**src/rtl/spi_sample_rx.sv**
```systemverilog
// spi_sample_rx: receives 8-bit SPI (mode 0) bytes from an asynchronous bridge,
// splits each byte into two 4-bit I/Q samples and queues them in a small
// first-word-fall-through FIFO. It also has an optional counter-pattern
// self-test checker.
//
// Push sequencer states
//   state       | meaning
//   ST_IDLE     | waiting for a latched byte; upper nibble pushed on its strobe
//   ST_PUSH_LO  | lower nibble of the latched byte is pushed this cycle
module spi_sample_rx #(
  parameter int SYNC_STAGES = 2,
  parameter int FIFO_DEPTH  = 4
) (
  input  logic       MCU_CLK_25_000,
  input  logic       RESET,
  input  logic       MCU_SCK,
  input  logic       MCU_SS,
  input  logic       MCU_MOSI,
  output logic [3:0] SAMPLE,
  output logic       SAMPLE_VALID,
  input  logic       SAMPLE_READY,
  input  logic       CHECK_EN,
  output logic       FRAME_ERR,
  output logic       OVERFLOW,
  output logic [7:0] MISMATCH_CNT
);

  localparam int AW = $clog2(FIFO_DEPTH);

  typedef enum logic {
    ST_IDLE,
    ST_PUSH_LO
  } push_state_t;

  // ---------------------------------------------------------------------------
  // Input synchronizers and edge detection
  // ---------------------------------------------------------------------------
  logic [SYNC_STAGES-1:0] sck_sync;
  logic [SYNC_STAGES-1:0] ss_sync;
  logic [SYNC_STAGES-1:0] mosi_sync;
  logic                   sck_hist;
  logic                   ss_hist;

  logic sck_s;
  logic ss_s;
  logic mosi_s;
  logic sck_rise;
  logic ss_rise;
  logic ss_fall;
  logic capture;

  // Shift the raw SPI pins through the synchronizer chains.
  always_ff @(posedge MCU_CLK_25_000) begin
    if (RESET) begin
      sck_sync  <= '0;
      ss_sync   <= '0;
      mosi_sync <= '0;
    end else begin
      sck_sync[0]  <= MCU_SCK;
      ss_sync[0]   <= MCU_SS;
      mosi_sync[0] <= MCU_MOSI;
      for (int i = 1; i < SYNC_STAGES; i++) begin
        sck_sync[i]  <= sck_sync[i-1];
        ss_sync[i]   <= ss_sync[i-1];
        mosi_sync[i] <= mosi_sync[i-1];
      end
    end
  end

  // Keep one cycle of history on SCK and SS for edge detection.
  always_ff @(posedge MCU_CLK_25_000) begin
    if (RESET) begin
      sck_hist <= 1'b0;
      ss_hist  <= 1'b0;
    end else begin
      sck_hist <= sck_s;
      ss_hist  <= ss_s;
    end
  end

  // Decode SCK/SS edges from the last synchronizer stage and its history flop.
  always_comb begin
    sck_s    = sck_sync[SYNC_STAGES-1];
    ss_s     = ss_sync[SYNC_STAGES-1];
    mosi_s   = mosi_sync[SYNC_STAGES-1];
    sck_rise = sck_s & ~sck_hist;
    ss_rise  = ss_s & ~ss_hist;
    ss_fall  = ~ss_s & ss_hist;
    // MOSI passes through the same chain depth as SCK, so it is aligned with
    // the detected rise; the bridge only changes it on SCK falling edges.
    capture  = sck_rise & ~ss_s;
  end

  // ---------------------------------------------------------------------------
  // Bit shifter, bit counter, holding register, frame error
  // ---------------------------------------------------------------------------
  logic [6:0] shift_reg;
  logic [2:0] bit_cnt;
  logic [7:0] hold_reg;
  logic       byte_stb;

  // Assemble bits MSB first; on the eighth bit latch the byte and strobe it.
  always_ff @(posedge MCU_CLK_25_000) begin
    if (RESET) begin
      shift_reg <= '0;
      bit_cnt   <= '0;
      hold_reg  <= '0;
      byte_stb  <= 1'b0;
      FRAME_ERR <= 1'b0;
    end else begin
      byte_stb  <= 1'b0;
      FRAME_ERR <= 1'b0;
      if (ss_rise) begin
        // Deselect in the middle of a byte throws the partial byte away.
        if (bit_cnt != 3'd0) begin
          FRAME_ERR <= 1'b1;
        end
        bit_cnt <= '0;
      end else if (capture) begin
        shift_reg <= {shift_reg[5:0], mosi_s};
        bit_cnt   <= bit_cnt + 3'd1;
        if (bit_cnt == 3'd7) begin
          hold_reg <= {shift_reg, mosi_s};
          byte_stb <= 1'b1;
        end
      end
    end
  end

  // ---------------------------------------------------------------------------
  // Push sequencer: upper nibble one cycle after latch, lower nibble after two
  // ---------------------------------------------------------------------------
  push_state_t state;
  push_state_t state_next;
  logic        push;
  logic [3:0]  push_data;

  // Register the push sequencer state.
  always_ff @(posedge MCU_CLK_25_000) begin
    if (RESET) begin
      state <= ST_IDLE;
    end else begin
      state <= state_next;
    end
  end

  // Choose the next state and which nibble, if any, is pushed this cycle.
  always_comb begin
    state_next = state;
    push       = 1'b0;
    push_data  = 4'd0;
    case (state)
      ST_IDLE: begin
        if (byte_stb) begin
          push       = 1'b1;
          push_data  = hold_reg[7:4];
          state_next = ST_PUSH_LO;
        end
      end
      ST_PUSH_LO: begin
        push       = 1'b1;
        push_data  = hold_reg[3:0];
        state_next = ST_IDLE;
      end
      default: state_next = ST_IDLE;
    endcase
  end

  // ---------------------------------------------------------------------------
  // Sample FIFO (first-word fall-through, registered head and valid)
  // ---------------------------------------------------------------------------
  logic [3:0]  mem [FIFO_DEPTH];
  logic [AW:0] wr_ptr;
  logic [AW:0] rd_ptr;
  logic [AW:0] wr_next;
  logic [AW:0] rd_next;
  logic        full;
  logic        pop;
  logic        push_ok;
  logic        drop;

  // Work out the handshake and the pointer values for the next cycle.
  always_comb begin
    full    = (wr_ptr[AW] != rd_ptr[AW]) && (wr_ptr[AW-1:0] == rd_ptr[AW-1:0]);
    pop     = SAMPLE_VALID & SAMPLE_READY;
    // A pop frees a slot in the same cycle, so a full FIFO can still take a push.
    push_ok = push & (~full | pop);
    drop    = push & full & ~pop;
    wr_next = wr_ptr + (AW+1)'(push_ok);
    rd_next = rd_ptr + (AW+1)'(pop);
  end

  // Write accepted nibbles into the storage array.
  always_ff @(posedge MCU_CLK_25_000) begin
    if (push_ok) begin
      mem[wr_ptr[AW-1:0]] <= push_data;
    end
  end

  // Advance the pointers and preload the head register for the next cycle.
  always_ff @(posedge MCU_CLK_25_000) begin
    if (RESET) begin
      wr_ptr       <= '0;
      rd_ptr       <= '0;
      SAMPLE       <= 4'd0;
      SAMPLE_VALID <= 1'b0;
      OVERFLOW     <= 1'b0;
    end else begin
      wr_ptr       <= wr_next;
      rd_ptr       <= rd_next;
      SAMPLE_VALID <= (wr_next != rd_next);
      if (wr_next != rd_next) begin
        // The new head may be the nibble being written this very cycle.
        if (push_ok && (wr_ptr[AW-1:0] == rd_next[AW-1:0])) begin
          SAMPLE <= push_data;
        end else begin
          SAMPLE <= mem[rd_next[AW-1:0]];
        end
      end
      if (drop) begin
        OVERFLOW <= 1'b1;
      end
    end
  end

  // ---------------------------------------------------------------------------
  // Counter-pattern self-test checker
  // ---------------------------------------------------------------------------
  logic       seeded;
  logic [7:0] expect_byte;

  // Compare each byte with previous+1; any byte re-seeds the expectation.
  always_ff @(posedge MCU_CLK_25_000) begin
    if (RESET) begin
      seeded       <= 1'b0;
      expect_byte  <= 8'd0;
      MISMATCH_CNT <= 8'd0;
    end else if (!CHECK_EN || ss_fall) begin
      seeded <= 1'b0;
    end else if (byte_stb) begin
      seeded      <= 1'b1;
      expect_byte <= hold_reg + 8'd1;
      if (seeded && (hold_reg != expect_byte) && (MISMATCH_CNT != 8'hFF)) begin
        MISMATCH_CNT <= MISMATCH_CNT + 8'd1;
      end
    end
  end

endmodule

```
**config.mk**
```make
export PLATFORM = sky130hd
export DESIGN_NAME = spi_sample_rx
export DESIGN_NICKNAME = d
export VERILOG_FILES = /design/src/rtl/spi_sample_rx.sv
export SDC_FILE = /design/constraint.sdc
export NUM_CORES = 1
export LEC_CHECK = 0
export CAP_MARGIN = 0
export CORE_MARGIN = 2
export CORE_UTILIZATION = 54
export DETAILED_ROUTE_END_ITERATION = 7
export MAX_ROUTING_LAYER = met4
export PLACE_DENSITY = 0.75
export SLEW_MARGIN = 20
export SYNTH_ARGS = -nofsm -noshare
export SYNTH_HDL_FRONTEND = slang
export SYNTH_SLANG_ARGS = --single-unit
```
**constraint.sdc**
```tcl
create_clock -name MCU_CLK_25_000 -period 5.5 [get_ports MCU_CLK_25_000]
set_input_delay 0.825 -clock MCU_CLK_25_000 [delete_from_list [all_inputs] [get_ports MCU_CLK_25_000]]
set_output_delay 0.825 -clock MCU_CLK_25_000 [all_outputs]
set_load 0.1 [all_outputs]
```
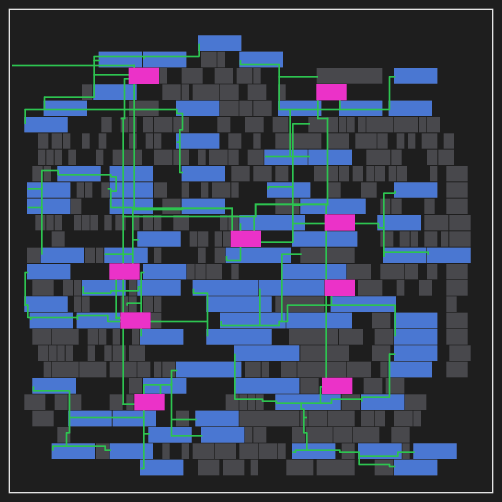
(images/clk_routes.png)
Scale: 6 px per um.
flip-flops -> blue  # count 74
clock wires -> green  # length 842 um
clock drivers -> magenta  # count 9
flops lie = all over the die
routed clock nets = 10

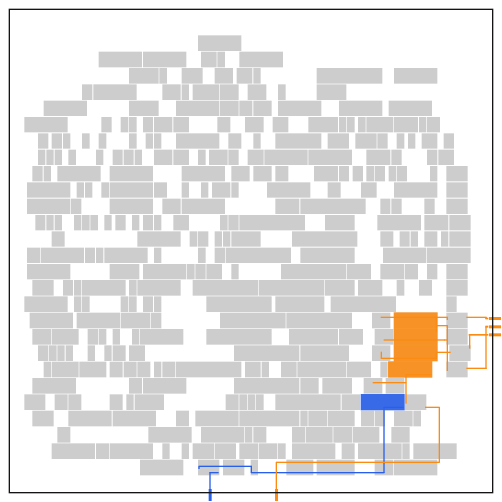
(images/io_fan.png)
Scale: 6 px per um.
SAMPLE -> orange  # bits 4, direction output, end cells 4, wire 124 um
SAMPLE_VALID -> blue  # bits 1, direction output, end cells 1, wire 50.5 um

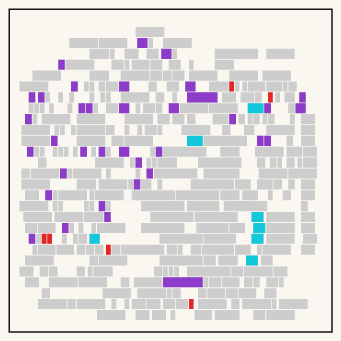
(images/logic_types.png)
Scale: 4 px per um.
inv cells -> red  # cells 6
aoi and oai cells -> purple  # cells 36
non-inverting ao/oa cells -> cyan  # cells 7
Post-Layout Cell Count: 406
Comb/total area: 39.6%
most frequent logic cell in the layout: dfxtp_1

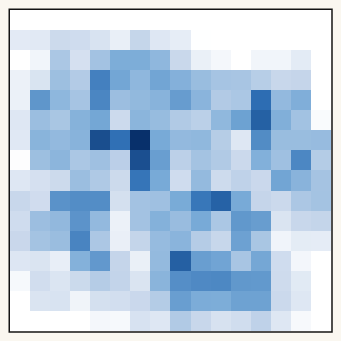
(images/metal_density.png)
Scale: 4 px per um. The die is cut into 16 by 16 equal tiles; white is low, dark blue is high, scaled to the fullest tile. Values are wire area over tile area, all layers added.
nearly empty tiles = 15%
densest ninth of the die = middle
emptiest ninth of the die = top right
mean over tiles = 0.13

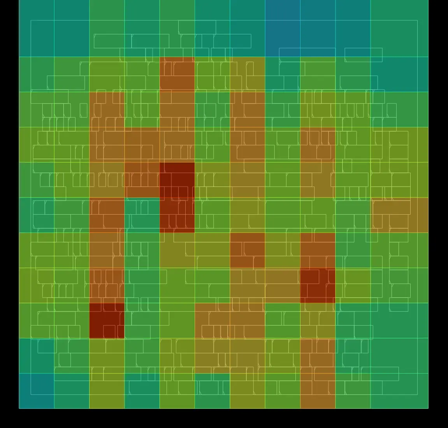
(images/congestion.png)
final core area utilization: 64.7%
GR Util met1: 24.0%

==> flow_summary.toml <==
# generated from flow reports
[clocking]
clock_sinks = 74
cts_setup_buffers = 0
clk_path_buf_depth = 2
cts_htree_levels = 3

[detailed_routing]
wl_um = 5400
drt_iter0_markers = 123
highest-signal-layer = "met4"
vias = 2131
wl_per_cell_um = 13.3
met2_length_um = 2540
first_pass_iters = 4

[power]
power_density_nw_per_um2 = 283
swShare_pct = 19.2
p_clk_share_pct = 43.7
p_comb_share_pct = 1.8

[yosys]
yosysTopAreaCellShare_pct = 36.9
synthMostInstantiatedCell = "dfxtp_1"
synthMuxAreaShare_pct = 6.36
top_cells_by_area = "dfxtp_1 37%, edfxtp_1 15%, nand2_1 6.3%"
ff_type = "dfxtp_1"
ys.flops = 74
top_logic_kind = "simple AND/OR/NAND/NOR gates"
xor_share_pct = 6.96
ys_cells = 310
synth_seq_share_pct = 52.2
common_cells = "58 x dfxtp_1, 53 x nand2_1, 26 x nor2_1"

[placement]
gp_congestion = 0.826

[worst_setup_path]
timing.rr.end = "SAMPLE[1]"
worstRegToRegCells = 8
critPathBufInv = 1
critPathTopFamily = "simple AND/OR/NAND/NOR gates"
worstSetupPathType = "in2reg"
r2r_slack_ns = 2.92
cp-start-kind = "input port"

[die]
die_h_um = 80.3
rows = 27
dieArea_sq_um = 6450

[worst_hold_path]
hold_depth = 1
min_to = "ss_sync[1]"

[grt]
gr-max-usage-layer = "met2"
grt_pass1_wl_um = 9270
overflow = 0

[timing]
tns_ns = 0
hold_viol = 0
slew_headroom_pct = 31.6

[final_layout]
seq_area_sq_um = 1640
postLayoutCellArea_sq_um = 3610

[status]
status = "finished, final reports clean"

[flow_run]
tool_warnings = 27
